Fig. 1: routing congestion
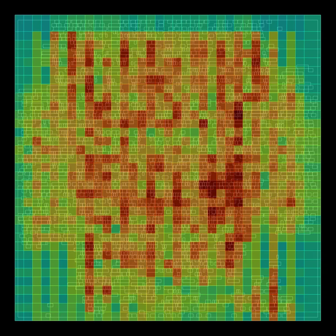
Fig. 2: the metal 1 layer
The bar under the picture is 50 um long. Supply wires on this layer in gray.
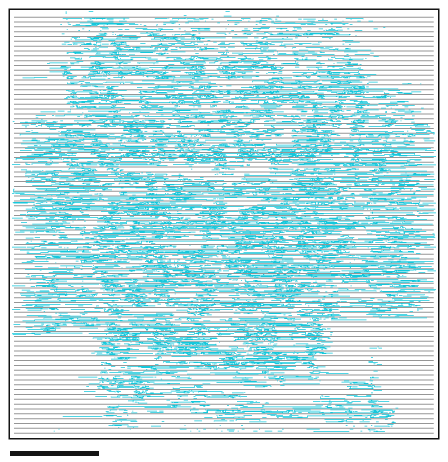
Fig. 3: met2 routing
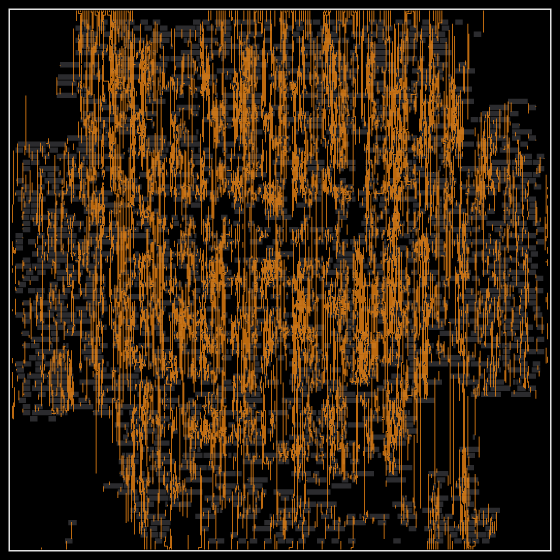
Fig. 4: met3 routing
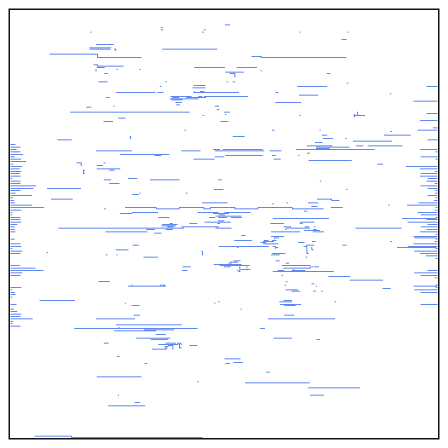
<file path="src/rtl/tea_pkg.sv">
// Shared definitions for the TEA block engine: constants, FSM states, field
// packing and the Feistel round function.
package tea_pkg;

   localparam logic [31:0] DELTA_DEFAULT = 32'h9E3779B9;

   localparam logic MODE_ENC = 1'b0;
   localparam logic MODE_DEC = 1'b1;

   typedef enum logic [1:0] {
      IDLE = 2'd0,
      H0   = 2'd1,
      H1   = 2'd2,
      DONE = 2'd3
   } tea_state_e;

   // The first field of a packed struct is its MSB, which matches the port packing.
   typedef struct packed {
      logic [31:0] v0;
      logic [31:0] v1;
   } tea_block_t;

   typedef struct packed {
      logic [31:0] k0;
      logic [31:0] k1;
      logic [31:0] k2;
      logic [31:0] k3;
   } tea_key_t;

   function automatic logic [31:0] tea_f(input logic [31:0] x,
                                         input logic [31:0] s,
                                         input logic [31:0] ka,
                                         input logic [31:0] kb);
      return ((x << 4) + ka) ^ (x + s) ^ ((x >> 5) + kb);
   endfunction

endpackage

</file>
<file path="src/rtl/tea_half_round.sv">
// One TEA half-round. It adds F to the destination word when encrypting and
// subtracts F from it when decrypting.
module tea_half_round
   import tea_pkg::*;
(
   input  logic [31:0] v_src,
   input  logic [31:0] v_dst,
   input  logic [31:0] sum,
   input  logic [31:0] ka,
   input  logic [31:0] kb,
   input  logic        mode,
   output logic [31:0] v_dst_next
);

   logic [31:0] f_val;

   assign f_val      = tea_f(v_src, sum, ka, kb);
   assign v_dst_next = (mode == MODE_DEC) ? (v_dst - f_val) : (v_dst + f_val);

endmodule

</file>
<file path="src/rtl/tea_block_engine.sv">
// Iterative TEA encrypt/decrypt engine. It completes one half-round per clock
// and moves blocks in and out over valid/ready handshakes.
module tea_block_engine
   import tea_pkg::*;
#(
   parameter int          ROUNDS = 32,
   parameter logic [31:0] DELTA  = DELTA_DEFAULT
) (
   input  logic         clk,
   input  logic         reset,
   input  logic         in_valid,
   output logic         in_ready,
   input  logic         in_mode,
   input  logic [63:0]  in_block,
   input  logic [127:0] in_key,
   output logic         out_valid,
   input  logic         out_ready,
   output logic [63:0]  out_block,
   output logic         out_mode,
   output logic         busy
);

   localparam int          CNT_W    = $clog2(ROUNDS + 1);
   localparam logic [31:0] SUM_INIT = DELTA * 32'(ROUNDS);

   tea_state_e       state, state_next;
   logic [CNT_W-1:0] round_cnt;
   logic [31:0]      sum;
   logic [31:0]      v0, v1;
   tea_key_t         key;
   logic             mode;

   logic             accept;
   logic             last_round;
   logic             upd_v0;
   logic [31:0]      hr_src, hr_dst, hr_ka, hr_kb, hr_out;
   logic [31:0]      v0_next, v1_next;
   tea_block_t       in_fields;

   assign in_fields  = tea_block_t'(in_block);
   assign last_round = (round_cnt == CNT_W'(ROUNDS - 1));

   always_ff @(posedge clk or posedge reset) begin
      if (reset) state <= IDLE;
      else       state <= state_next;
   end

   always_comb begin
      // NOTE: every output gets a default before the case, so no path can infer a latch.
      state_next = state;
      in_ready   = 1'b0;
      out_valid  = 1'b0;
      busy       = 1'b1;
      accept     = 1'b0;
      unique case (state)
         IDLE: begin
            in_ready = 1'b1;
            busy     = 1'b0;
            if (in_valid) begin
               accept     = 1'b1;
               state_next = H0;
            end
         end
         H0:      state_next = H1;
         H1:      state_next = last_round ? DONE : H0;
         DONE: begin
            out_valid = 1'b1;
            if (out_ready) state_next = IDLE;
         end
         default: state_next = IDLE;
      endcase
   end

   // Encrypt updates v0 then v1. Decrypt updates v1 then v0, and uses the key pairs in reverse order.
   assign upd_v0  = (state == H0) == (mode == MODE_ENC);
   assign hr_src  = upd_v0 ? v1 : v0;
   assign hr_dst  = upd_v0 ? v0 : v1;
   assign hr_ka   = upd_v0 ? key.k0 : key.k2;
   assign hr_kb   = upd_v0 ? key.k1 : key.k3;
   assign v0_next = upd_v0 ? hr_out : v0;
   assign v1_next = upd_v0 ? v1 : hr_out;

   tea_half_round u_half_round (
      .v_src      (hr_src),
      .v_dst      (hr_dst),
      .sum        (sum),
      .ka         (hr_ka),
      .kb         (hr_kb),
      .mode       (mode),
      .v_dst_next (hr_out)
   );

   always_ff @(posedge clk or posedge reset) begin
      // NOTE: every register is cleared on reset. An aborted block then leaves no key or data behind.
      if (reset) begin
         round_cnt <= '0;
         sum       <= '0;
         v0        <= '0;
         v1        <= '0;
         key       <= '0;
         mode      <= MODE_ENC;
         out_block <= '0;
         out_mode  <= MODE_ENC;
      end else begin
         // NOTE: non-blocking assignments, so every register samples its pre-edge value.
         unique case (state)
            IDLE: begin
               if (accept) begin
                  v0        <= in_fields.v0;
                  v1        <= in_fields.v1;
                  key       <= tea_key_t'(in_key);
                  mode      <= in_mode;
                  sum       <= (in_mode == MODE_DEC) ? SUM_INIT : DELTA;
                  round_cnt <= '0;
               end
            end
            H0: begin
               v0 <= v0_next;
               v1 <= v1_next;
            end
            H1: begin
               v0        <= v0_next;
               v1        <= v1_next;
               sum       <= (mode == MODE_DEC) ? (sum - DELTA) : (sum + DELTA);
               round_cnt <= round_cnt + CNT_W'(1);
               if (last_round) begin
                  out_block <= {v0_next, v1_next};
                  out_mode  <= mode;
               end
            end
            default: ;
         endcase
      end
   end

endmodule

</file>
<file path="config.mk">
export PLATFORM = sky130hd
export DESIGN_NAME = tea_block_engine
export DESIGN_NICKNAME = d
export VERILOG_FILES = /design/src/rtl/tea_pkg.sv /design/src/rtl/tea_half_round.sv /design/src/rtl/tea_block_engine.sv
export SDC_FILE = /design/constraint.sdc
export NUM_CORES = 1
export LEC_CHECK = 0
export CORE_MARGIN = 2
export CORE_UTILIZATION = 40
export DETAILED_ROUTE_END_ITERATION = 16
export GPL_ROUTABILITY_DRIVEN = 0
export SLEW_MARGIN = 20
export SYNTH_ARGS = -nofsm -noshare
export SYNTH_HDL_FRONTEND = slang
export SYNTH_SLANG_ARGS = --single-unit
</file>
<file path="constraint.sdc">
create_clock -name clk -period 13.9 [get_ports clk]
set_input_delay 2.78 -clock clk [delete_from_list [all_inputs] [get_ports clk]]
set_output_delay 2.78 -clock clk [all_outputs]
set_load 0.05 [all_outputs]
</file>
==> flow_metrics.env <==
# yosys + openroad results
export IMPL_status="finished clean"
export IMPL_fp_utilization_pct=40.58
export IMPL_die_x_um=240.7
export IMPL_hold_buffers=0
export IMPL_grt_usage_pct=24.39
export IMPL_ys_ff=298
export IMPL_synthCells=2580
export IMPL_synth_net_count=2941
export IMPL_diodes=0
export IMPL_slowest_delay_ns=0.60
export IMPL_lay_top_count="nand2_1"
export IMPL_placed_cells=3492
export IMPL_tritoncts="yes"
export IMPL_first_pass_iters=6
export IMPL_synthAoiAreaFrac_pct=19.40
export IMPL_clk_pin_slew_ns=0.06
export IMPL_drt_iter0_drc=1275
export IMPL_tightest_slew_ns=1.149
export IMPL_syn_area_um2=22400
export IMPL_area_leaders="dfrtp_1 33%, ha_1 8.9%, nand2_1 8.5%, mux2_2 7.7%, xnor2_1 6.0%"
-- Fig. 1 (at the start) --
met3 Usage GRT: 2.802%
M2 GR Usage: 41.29%
met1 Use GR: 31.55%

-- Fig. 2 (at the start) --
share of all routed wire = 43%
longest straight run = 142 um
nets with wire on the layer = 2,913
main direction = horizontal
wire length on this layer = 30.8 mm
vias: 19,910
WL final: 71.33 mm

-- Fig. 3 (at the start) --
wire length on this layer = 34.3 mm
share of all routed wire = 48%

-- Fig. 4 (at the start) --
share of all routed wire = 4.6%
longest straight run = 73.6 um
nets with wire on the layer = 311
wire length on this layer = 3,310 um
main direction = horizontal

[layout make-up]
cell class	instances	area, um^2
Timing Repair Buffer	282	2790
Clock buffer	51	1018
Clock inverter	15	188.9
Sequential cell	298	7457
Inverter	50	195.2
Tap cell	748	935.9
Fill cell	5197	28240
Multi-Input combinational cell	2114	14370
[per-stage QoR]
stage                     setup WS [ns]  instance area [um^2]  hold WS [ns]
after floorplan                   2.887                 22400        0.4710
after global placement            5.336                 25750        0.4807
after detailed placement          5.180                 25750        0.4830
after CTS                         5.156                 26960        0.4958
after global routing              4.258                 26960        0.5106
final                             5.104                 26960        0.4913
[flip-flops by register name, summed over array words and instances, names as in the netlist]
register	cells
key	128
out_block	64
sum	32
v0	32
v1	32
round_cnt	6
state	2
mode	1
out_mode	1
[path summary, 6_finish.rpt]
kind | slack, ns | end | cells after the start | from
worst max register to register | 5.10 | out_block[31]$_DFFE_PP0P_ | 30 | state[1]$_DFFE_PP0P_
max in group asynchronous | 8.82 | key[66]$_DFFE_PP0P_ | 4 | reset
worst max-delay path | 5.10 | out_block[31]$_DFFE_PP0P_ | 30 | state[1]$_DFFE_PP0P_
worst min-delay path | 0.49 | out_block[45]$_DFFE_PP0P_ | 1 | out_block[45]$_DFFE_PP0P_
worst min register to register | 0.49 | out_block[45]$_DFFE_PP0P_ | 1 | out_block[45]$_DFFE_PP0P_
min in group asynchronous | 2.75 | state[0]$_DFFE_PP0P_ | 2 | reset
[layer usage]
layer  GRT usage [%]  part of all wire (%)
met5               0                     0
met4           10.39                   4.0
met3           2.802                   4.6
met2           41.29                    48
met1           31.55                    43
